### Routed metal per tile

Drawn at 3 px/um. 25 x 25 tiles, from dark purple (low) to yellow (high), scaled to the fullest tile. Values are wire area over tile area, all layers added.
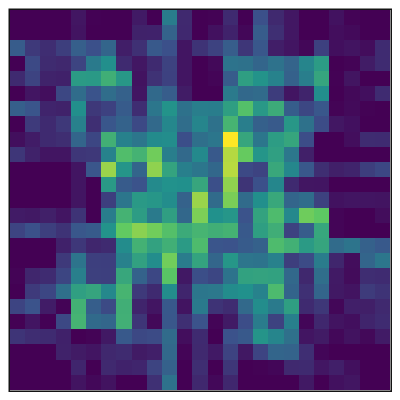
### Drive-strength map

Drawn at 2 px/um.
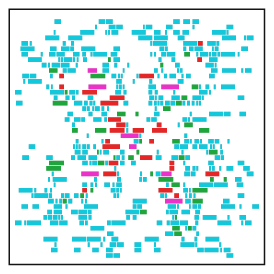
### Placed cells, one colour a class

Drawn at 4 px/um.
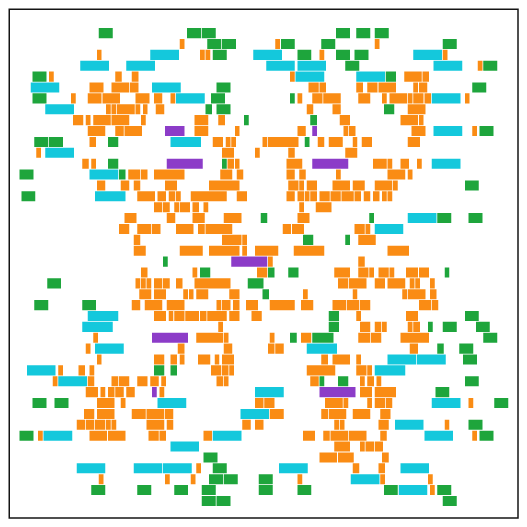
### M3 wires

Drawn at 3 px/um. Cells faint in the background.
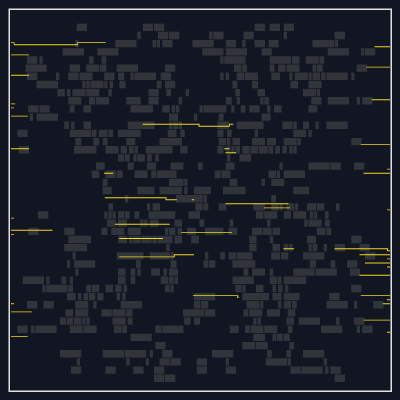
### src/rtl/bcd_counter_7seg.sv
`timescale 1ns/1ps
`default_nettype none
// ============================================================================
//  Module      : bcd_counter_7seg
//  Description : DIGITS-wide BCD up/down counter with synchronous load and
//                wrap, advanced by rising edges of a slow divided clock that
//                is sampled as data on CLK. Each digit is decoded to a
//                seven-segment pattern for the board displays.
//  Revision    : 1.0  initial release
// ============================================================================
module bcd_counter_7seg #(
  parameter int DIGITS       = 4,
  parameter bit COMMON_ANODE = 1'b1
) (
  input  logic                  CLK,
  input  logic                  RST,
  input  logic                  clk_div,
  input  logic                  en,
  input  logic                  up,
  input  logic                  load,
  input  logic [4*DIGITS-1:0]   load_val,
  output logic [4*DIGITS-1:0]   count,
  output logic                  tc,
  output logic                  tick,
  output logic [7*DIGITS-1:0]   seg
);

  localparam int c_W = 4 * DIGITS;

  // clk_div synchroniser / edge-detect chain
  logic r_s1;
  logic r_s2;
  logic r_s3;
  logic w_tick;

  logic [c_W-1:0] r_count;
  logic           r_tc;
  logic [c_W-1:0] w_next;
  logic           w_carry;
  logic [c_W-1:0] w_load_clean;

  // Active-high segment pattern {g,f,e,d,c,b,a}; anything above 9 is blank
  function automatic logic [6:0] f_decode(input logic [3:0] d);
    logic [6:0] v_pat;
    case (d)
      4'd0:    v_pat = 7'h3F;
      4'd1:    v_pat = 7'h06;
      4'd2:    v_pat = 7'h5B;
      4'd3:    v_pat = 7'h4F;
      4'd4:    v_pat = 7'h66;
      4'd5:    v_pat = 7'h6D;
      4'd6:    v_pat = 7'h7D;
      4'd7:    v_pat = 7'h07;
      4'd8:    v_pat = 7'h7F;
      4'd9:    v_pat = 7'h6F;
      default: v_pat = 7'h00;
    endcase
    return v_pat;
  endfunction

  // s2 holds the newer sample, s3 the older one: a 0->1 step is a rising edge
  assign w_tick = r_s2 & ~r_s3;

  // Shift clk_div through the sampling chain; reset drops any pending edge
  always_ff @(posedge CLK) begin
    if (RST) begin
      r_s1 <= 1'b0;
      r_s2 <= 1'b0;
      r_s3 <= 1'b0;
    end else begin
      r_s1 <= clk_div;
      r_s2 <= r_s1;
      r_s3 <= r_s2;
    end
  end

  // Ripple the +1/-1 through the digits; a carry out of the top digit is a wrap
  always_comb begin
    w_next  = r_count;
    w_carry = 1'b1;
    for (int i = 0; i < DIGITS; i++) begin
      if (w_carry) begin
        if (up) begin
          if (r_count[4*i +: 4] >= 4'd9) begin
            w_next[4*i +: 4] = 4'd0;
          end else begin
            w_next[4*i +: 4] = r_count[4*i +: 4] + 4'd1;
            w_carry          = 1'b0;
          end
        end else begin
          if (r_count[4*i +: 4] == 4'd0) begin
            w_next[4*i +: 4] = 4'd9;
          end else begin
            w_next[4*i +: 4] = r_count[4*i +: 4] - 4'd1;
            w_carry          = 1'b0;
          end
        end
      end
    end
  end

  // Per-digit load sanitising and seven-segment decode
  for (genvar gi = 0; gi < DIGITS; gi++) begin : g_digit
    assign w_load_clean[4*gi +: 4] =
        (load_val[4*gi +: 4] > 4'd9) ? 4'd0 : load_val[4*gi +: 4];

    if (COMMON_ANODE) begin : g_ca
      assign seg[7*gi +: 7] = ~f_decode(r_count[4*gi +: 4]);
    end else begin : g_cc
      assign seg[7*gi +: 7] = f_decode(r_count[4*gi +: 4]);
    end
  end

  // Counter: reset beats load, load beats a tick (which is then lost), else hold
  always_ff @(posedge CLK) begin
    if (RST) begin
      r_count <= '0;
      r_tc    <= 1'b0;
    end else if (load) begin
      r_count <= w_load_clean;
      r_tc    <= 1'b0;
    end else if (w_tick && en) begin
      r_count <= w_next;
      r_tc    <= w_carry;
    end else begin
      r_tc    <= 1'b0;
    end
  end

  assign count = r_count;
  assign tc    = r_tc;
  assign tick  = w_tick;

endmodule
`default_nettype wire
### config.mk
export PLATFORM = sky130hd
export DESIGN_NAME = bcd_counter_7seg
export DESIGN_NICKNAME = d
export VERILOG_FILES = /design/src/rtl/bcd_counter_7seg.sv
export SDC_FILE = /design/constraint.sdc
export NUM_CORES = 1
export LEC_CHECK = 0
export CAP_MARGIN = 20
export CORE_MARGIN = 2
export CORE_UTILIZATION = 23
export CTS_CLUSTER_DIAMETER = 200
export DETAILED_ROUTE_END_ITERATION = 7
export GPL_TIMING_DRIVEN = 0
export PLACE_DENSITY_LB_ADDON = 0.05
export SLEW_MARGIN = 20
export SYNTH_ARGS = -nofsm -noshare
export SYNTH_HDL_FRONTEND = slang
export SYNTH_SLANG_ARGS = --single-unit
export TNS_END_PERCENT = 30
### constraint.sdc
create_clock -name CLK -period 3 [get_ports CLK]
set_input_delay 0.45 -clock CLK [delete_from_list [all_inputs] [get_ports CLK]]
set_output_delay 0.45 -clock CLK [all_outputs]
set_load 0.03 [all_outputs]
==> results.toml <==
# synthesis and place-and-route metrics
[clocking]
h-tree-depth = 2
cts_buffers = 5
ctsHoldBuffers = 0
clock_sinks = 48
insertion_delay_ns = 0.29
cts_root_buffer = "clkbuf_16"
clk_pin_slew_worst_paths_ns = 0.07
cts_tree = "yes"
clockBufferDepth = 2

[placement]
hpwl_um = 7850
port_buffers = 64
routabilityCongestion = 0.794
post-place-ws_ns = -0.715

[drt]
wire_per_inst_um = 15.4
vias_per_cell = 4.73
detail-route-antenna-nets = 0
num_vias = 3251
firstDrtPassIters = 4
route.final.wire_length_um = 10600
drt_iter0_markers = 113

[critical_path]
cp.depth = 13
critical_path.max_stage_delay_ns = 0.49
worstPathMaxFanout = 7
path_class = "register to register"
end_kind = "register"
critPathBufInv = 4
r2r_start = "count[0]"
crit_chain = "inv_2 -> ha_4 -> or4b_4 -> o21ai_2 -> buf_6 -> a31o_4 -> buf_8 -> nor2_1 -> a211oi_2 -> buf_4 -> ha_1 -> mux2_2 -> o21ai_0"
worstPathArrival_ns = 3.09
worstSetupStartpointType = "register"
setup.worst_path.start = "count[0]"
cp_slowest_cell = "or4b_4"

[timing]
finClkSkew_ns = 0.00453
relSlewSlack_pct = 47.6
period_used_pct = 95.6
final.min_clock_period_ns = 2.87
hold_violations = 0
slew_violations = 0
setup_viol_count_final = 0
finalWorstSetupSlack_ns = 0.133
fmax_mhz = 349
hold_ws_ns = 0.437
tns_ns = 0

[floorplan]
chipArea_um2 = 16100
fp_util_pct = 23.7
die_w_um = 127
row_count = 44
core_um2 = 14600
ios = 68
die_y_um = 127

[logic_synthesis]
synth_seq_share_pct = 27.7
flop_cell = "dfxtp_1"
ys_cells = 423
yosys.cell_count.top_type = "inv_1"
synth_flops = 48
yosys_warnings = 0
synth_area_um2 = 3470
syn_inst = 423
top_cell_area_share_pct = 27.7
synth.distinct_cells = 71
syn_area_per_cell_um2 = 8.20
synth-async-reset-ratio_pct = 0
top_cells_by_area = "dfxtp_1 (28%), ha_1 (13%), inv_1 (6.5%), a21oi_1 (3.8%), nor2_1 (3.4%)"
synthTopCellsByCount = "inv_1 (60), dfxtp_1 (48), ha_1 (36)"

[power]
peakVddDrop_mv = 0.191
power_density_nw_per_um2 = 427

[hold_path]
hp-class = "register to register"
worstHoldStart = "r_s1"
hold_depth = 1

[run]
warnings = 56

[global_route]
grt_max_degree = 14
track_usage_pct = 13.2
grt_pass1_wl_um = 16900
grt.overflow.total = 0
grt_pass1_vias = 3185

[run_status]
status = "finished, final reports clean"

[final_layout]
num_antenna_cells = 0
nNetsFinal = 561
lay_top_cells = "clkdlybuf4s50_1 (64), inv_1 (57), dfxtp_1 (42)"
layout_top_cell = "clkdlybuf4s50_1"
-- 'Routed metal per tile' (at the start) --
nearly empty tiles: 21%
tiles over half the peak: 15%
densest ninth of the die: centre
fullest tile: 0.44
mean over tiles: 0.10

-- 'Drive-strength map' (at the start) --
| size | colour | cells | most used |
|---|---|---|---|
| drive 6 and up | magenta | 8 | clkbuf_16 |
| drive 1 or less | cyan | 427 | clkdlybuf4s50_1 |
| drive 3 to 4 | red | 26 | buf_4 |
| drive 2 | green | 43 | buf_2 |

-- 'Placed cells, one colour a class' (at the start) --
| class | colour | cells | share of their area |
|---|---|---|---|
| clock drivers and dummy loads | purple | 8 | 3.3% |
| all other logic | orange | 352 | 56% |
| flip-flops | cyan | 48 | 22% |
| other buffers and delay cells | green | 96 | 19% |

-- 'M3 wires' (at the start) --
longest straight run: 21.2 um
share of all routed wire: 3.6%
nets with wire on the layer: 40
wire length on this layer: 377 um

[power breakdown]
| part | switching [mW] | leakage [nW] | internal (mW) |
|---|---|---|---|
| combinational | 0.399 | 1.52 | 0.291 |
| sequential | 0.0355 | 0.400 | 0.698 |
| clock | 0.249 | 0.0712 | 0.333 |
| total | 0.684 | 1.99 | 1.32 |
[metrics by stage]
step	area (um^2)	std cells	power, mW	utilization [%]
2_1_floorplan	3470	423	1.16	-
3_3_place_gp	4350	671	1.40	29.7
3_5_place_dp	4350	671	1.40	29.7
4_1_cts	4580	683	2.01	31.3
5_1_grt	4690	688	2.13	32.1
6_report	4690	688	2.01	32.1
[repair_timing]
item	4_1_cts	5_1_grt
gates resized	13	21
pin swaps	3	4
buffers inserted	4	6
cloned	0	0
setup endpoints to repair	24	25
[layer usage]
metal | vias up | share of wire, % | wire, um | global-route usage, %
met5 | - | 0 | 0 | 0
met4 | 0 | 1.0 | 108 | 3.30
met1 | 1531 | 50 | 5290 | 18.1
met2 | 57 | 46 | 4830 | 21.0
li1 | 1657 | - | - | -
met3 | 6 | 3.5 | 376 | 2.78
[logic make-up (layout without fill, tap and decap cells)]
| group | Yosys count | after routing | synth area share, % |
|---|---|---|---|
| simple gates | 109 | 109 | 17.5 |
| flops | 48 | 48 | 27.7 |
| buf+inv | 83 | 164 | 9.74 |
| fa+ha+maj | 36 | 36 | 13.0 |
| mux | 7 | 7 | 2.16 |
| xor+xnor | 1 | 1 | 0.252 |
| compound gates | 139 | 139 | 29.6 |
[area by class of cell]
class | instances | area (um^2)
buffer | 22 | 116
timing repair buffer | 74 | 716
clock buffer | 8 | 146
tap | 184 | 230
sequential | 48 | 968
multi-input combinational | 292 | 2290
fill | 1585 | 9950
inverter | 60 | 225
Power figures rest on the tool's default switching activity, not on a simulated workload.
